[config.mk]
export PLATFORM = sky130hd
export DESIGN_NAME = booth_mult32
export DESIGN_NICKNAME = d
export VERILOG_FILES = /design/src/rtl/booth_mult32_pkg.sv /design/src/rtl/booth_step.sv /design/src/rtl/booth_mult32.sv
export SDC_FILE = /design/constraint.sdc
export NUM_CORES = 1
export LEC_CHECK = 0
export CORE_ASPECT_RATIO = 0.75
export CORE_MARGIN = 2
export CORE_UTILIZATION = 55
export DETAILED_ROUTE_END_ITERATION = 8
export GPL_ROUTABILITY_DRIVEN = 0
export GPL_TIMING_DRIVEN = 0
export PLACE_DENSITY = 0.84
export REMOVE_ABC_BUFFERS = 1
export SYNTH_ARGS = -nofsm -noshare
export SYNTH_HDL_FRONTEND = slang
export SYNTH_SLANG_ARGS = --single-unit
[constraint.sdc]
create_clock -name clock -period 3.24 [get_ports clock]
set_input_delay 0.324 -clock clock [delete_from_list [all_inputs] [get_ports clock]]
set_output_delay 0.324 -clock clock [all_outputs]
set_load 0.005 [all_outputs]
[src/rtl/booth_mult32_pkg.sv]
`default_nettype none
// ============================================================================
// Module      : booth_mult32_pkg
// Description : Shared widths, FSM encoding and 33-bit adder helper for the
//               iterative Booth multiplier.
// Revision    : 1.0
// ============================================================================
package booth_mult32_pkg;

    localparam int c_MULT_WIDTH = 32;
    localparam int c_MULT_ITERS = 32;
    localparam int c_P_WIDTH    = 2 * c_MULT_WIDTH + 2;

    typedef enum logic [0:0] {
        ST_IDLE = 1'b0,
        ST_BUSY = 1'b1
    } state_t;

    // ALU adder widened by one bit so H - M cannot wrap when M = -2^31.
    function automatic logic [32:0] add33(input logic [32:0] a,
                                          input logic [32:0] b,
                                          input logic        cin);
        return a + b + {32'b0, cin};
    endfunction

endpackage : booth_mult32_pkg
`default_nettype wire

[src/rtl/booth_step.sv]
`default_nettype none
// ============================================================================
// Module      : booth_step
// Description : One radix-2 Booth iteration: add/sub M into H, then 1-bit sra.
// Revision    : 1.0
// ============================================================================
module booth_step
    import booth_mult32_pkg::*;
(
    input  logic [65:0] i_p,
    input  logic [32:0] i_m,
    output logic [65:0] o_p_next
);

    logic [32:0] w_h;
    logic [32:0] w_sum;

    assign w_h = i_p[65:33];

    always_comb begin
        w_sum = w_h;
        unique case (i_p[1:0])
            2'b01:   w_sum = add33(w_h, i_m, 1'b0);
            2'b10:   w_sum = add33(w_h, ~i_m, 1'b1);
            default: w_sum = w_h;
        endcase
    end

    assign o_p_next = {w_sum[32], w_sum, i_p[32:1]};

endmodule : booth_step
`default_nettype wire

[src/rtl/booth_mult32.sv]
`default_nettype none
// ============================================================================
// Module      : booth_mult32
// Description : Iterative 32x32 signed radix-2 Booth multiplier, low 32 bits
//               of the product plus overflow flag, one-cycle ready pulse.
// Revision    : 1.0
// ============================================================================
module booth_mult32
    import booth_mult32_pkg::*;
#(
    parameter int WIDTH = c_MULT_WIDTH,
    parameter int ITERS = c_MULT_ITERS
) (
    input  logic             clock,
    input  logic             reset,
    input  logic             ctrl_MULT,
    input  logic [WIDTH-1:0] data_operandA,
    input  logic [WIDTH-1:0] data_operandB,
    output logic [WIDTH-1:0] data_result,
    output logic             data_exception,
    output logic             data_resultRDY
);

    state_t      r_state;
    state_t      w_state_next;
    logic [5:0]  r_cnt;
    logic [5:0]  w_cnt_next;
    logic [65:0] r_p;
    logic [65:0] w_p_next;
    logic [65:0] w_p_step;
    logic [32:0] r_m;
    logic [32:0] w_m_next;
    logic        r_rdy;
    logic        w_rdy_next;
    logic [32:0] w_ovf_bits;

    booth_step u_step (
        .i_p      (r_p),
        .i_m      (r_m),
        .o_p_next (w_p_step)
    );

    // A start pulse always wins, in IDLE or mid-operation (abort and reload).
    always_comb begin
        w_state_next = r_state;
        w_cnt_next   = r_cnt;
        w_p_next     = r_p;
        w_m_next     = r_m;
        w_rdy_next   = 1'b0;
        if (ctrl_MULT) begin
            w_state_next = ST_BUSY;
            w_cnt_next   = 6'd0;
            w_p_next     = {33'b0, data_operandB, 1'b0};
            w_m_next     = {data_operandA[WIDTH-1], data_operandA};
        end else if (r_state == ST_BUSY) begin
            w_p_next   = w_p_step;
            w_cnt_next = r_cnt + 6'd1;
            if (r_cnt == 6'(ITERS - 1)) begin
                w_state_next = ST_IDLE;
                w_rdy_next   = 1'b1;
            end
        end
    end

    always_ff @(posedge clock) begin
        if (reset) begin
            r_state <= ST_IDLE;
            r_cnt   <= 6'd0;
            r_p     <= 66'd0;
            r_m     <= 33'd0;
            r_rdy   <= 1'b0;
        end else begin
            r_state <= w_state_next;
            r_cnt   <= w_cnt_next;
            r_p     <= w_p_next;
            r_m     <= w_m_next;
            r_rdy   <= w_rdy_next;
        end
    end

    // Product fits in 32 bits only if H[31:0] is a pure sign extension of L[31].
    assign w_ovf_bits     = r_p[64:32];
    assign data_result    = r_p[32:1];
    assign data_exception = ~((&w_ovf_bits) | ~(|w_ovf_bits));
    assign data_resultRDY = r_rdy;

endmodule : booth_mult32
`default_nettype wire
==> results_slide.txt <==
Synthesis and Place & Route Summary

Status
  – Outcome: finished clean

Routing
  – Met2 Routed Length: 10100 microns
  – WL final: 23400 microns
  – Met3 wire length: 2570 microns

Final timing
  – Period minus WS final: 3140 ps
  – RSZ-0062 raised after global routing: yes
  – Slew Limit Fails: 0
  – Final hold violation count: 0
  – Setup TNS: 0 ps
  – WHS: 490 ps
  – Clock skew: 15.5 ps

Synth
  – Simple share: 18.8%
  – Synth area leaders: dfxtp_1 24%, ha_1 9.7%, mux2i_1 7.9%
  – Adder Area Share: 10.2%
  – EDFF count, synth: 0
  – Leading area contributor after synthesis: dfxtp_1
  – Post-Syn Area per Cell: 7.53 sq um
  – Mux frac, synth: 8.16%
  – Registers, synthesis: 105
  – Most instantiated library cell after synthesis: nor2_1
  – Main synth FF type: dfxtp_1
  – FFs w/ async S/R, synth: 0%
  – AO/OA Area Share: 25.4%

Cells and area
  – Top cells excl fill/tap: 171 x nor2_1, 121 x a21oi_1, 101 x dfxtp_1
  – Non-Filler Instances: 1364
  – Clock buffer count: 9
  – Layout Utilization: 64.5%
  – Largest registers: r_p: 65 flops, r_m: 32 flops, r_cnt: 6 flops
  – Flop area: 2110 sq um
  – Flop share of the area: 21.4%

GRT
  – Largest net degree at the start of global routing: 73
  – M2 GR Usage: 41.7%
  – Initial antenna violation count: 0
  – GRT Resource Usage Total: 27.2%

Worst setup path
  – Crit path buf inv count: 1
  – Cell family with the largest share of critical-path delay: AND-OR/OR-AND gates
  – Setup Crit Path Kind: register to register
  – CP Capture Point: r_p[61]
  – Worst Path Arrival: 3400 ps
  – CP endpoint kind: register
  – Max FO, Critical Path: 4
  – R2r worst-path depth: 11
  – CP peak stage delay: 420 ps

Worst hold path
  – Hold EP: r_m[31]
  – Hold Startpoint: reset
  – Worst hold path type: primary input to register

Floorplan
  – Fp util: 56.4%
  – Site Rows: 39

Clocking
  – Worst-path clk slew: 90 ps
  – Htree depth: 3
  – CTS Root Cell: clkbuf_16

Placed design
  – Worst slack at placement: -339 ps
  – Port bufs: 100
  – DP Wirelength: 16500 microns
[what timing repair did]
| item | 4_1_cts | 5_1_grt |
|---|---|---|
| hold buffers | 0 | 0 |
| gates resized | 6 | 28 |
| setup endpoints to repair | 13 | 10 |
| pin swaps | 0 | 2 |
| setup buffers | 0 | 1 |
[where the power goes]
part | internal (mW) | switching [mW] | leakage (nW)
sequential | 1.35 | 0.0970 | 0.863
clock | 0.563 | 0.591 | 0.153
combinational | 0.450 | 0.546 | 2.92
[cell families (layout without fill, tap and decap cells)]
| logic type | after synthesis | after routing |
|---|---|---|
| buffers and inverters | 184 | 199 |
| AND-OR/OR-AND | 332 | 332 |
| AND/OR/NAND/NOR | 352 | 352 |
| XOR/XNOR | 32 | 32 |
| flip-flops | 105 | 105 |
| adder cells (fa/ha/maj) | 69 | 69 |
| multiplexers | 70 | 70 |
### Metal layers overlaid

Scale bar: 50 microns. Only two layers are drawn.
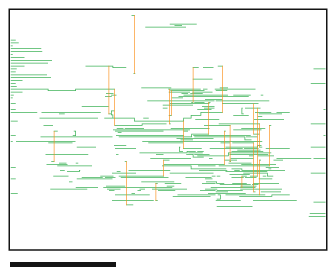
[green] M3 | wire length: 2570 microns
[orange] M4 | wire length: 365 microns

### PDN straps and rails

Scale bar: 50 microns. Pins as bars on the die edge. Tap cells in gray.
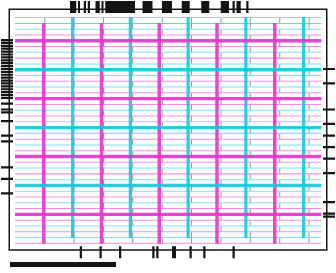
[cyan] VDD
[magenta] VSS
signal pins: 101
met1 rails: 40
met5 straps: 7
tap cells: 205
met4 straps: 10

Power figures rest on the tool's default switching activity, not on a simulated workload.
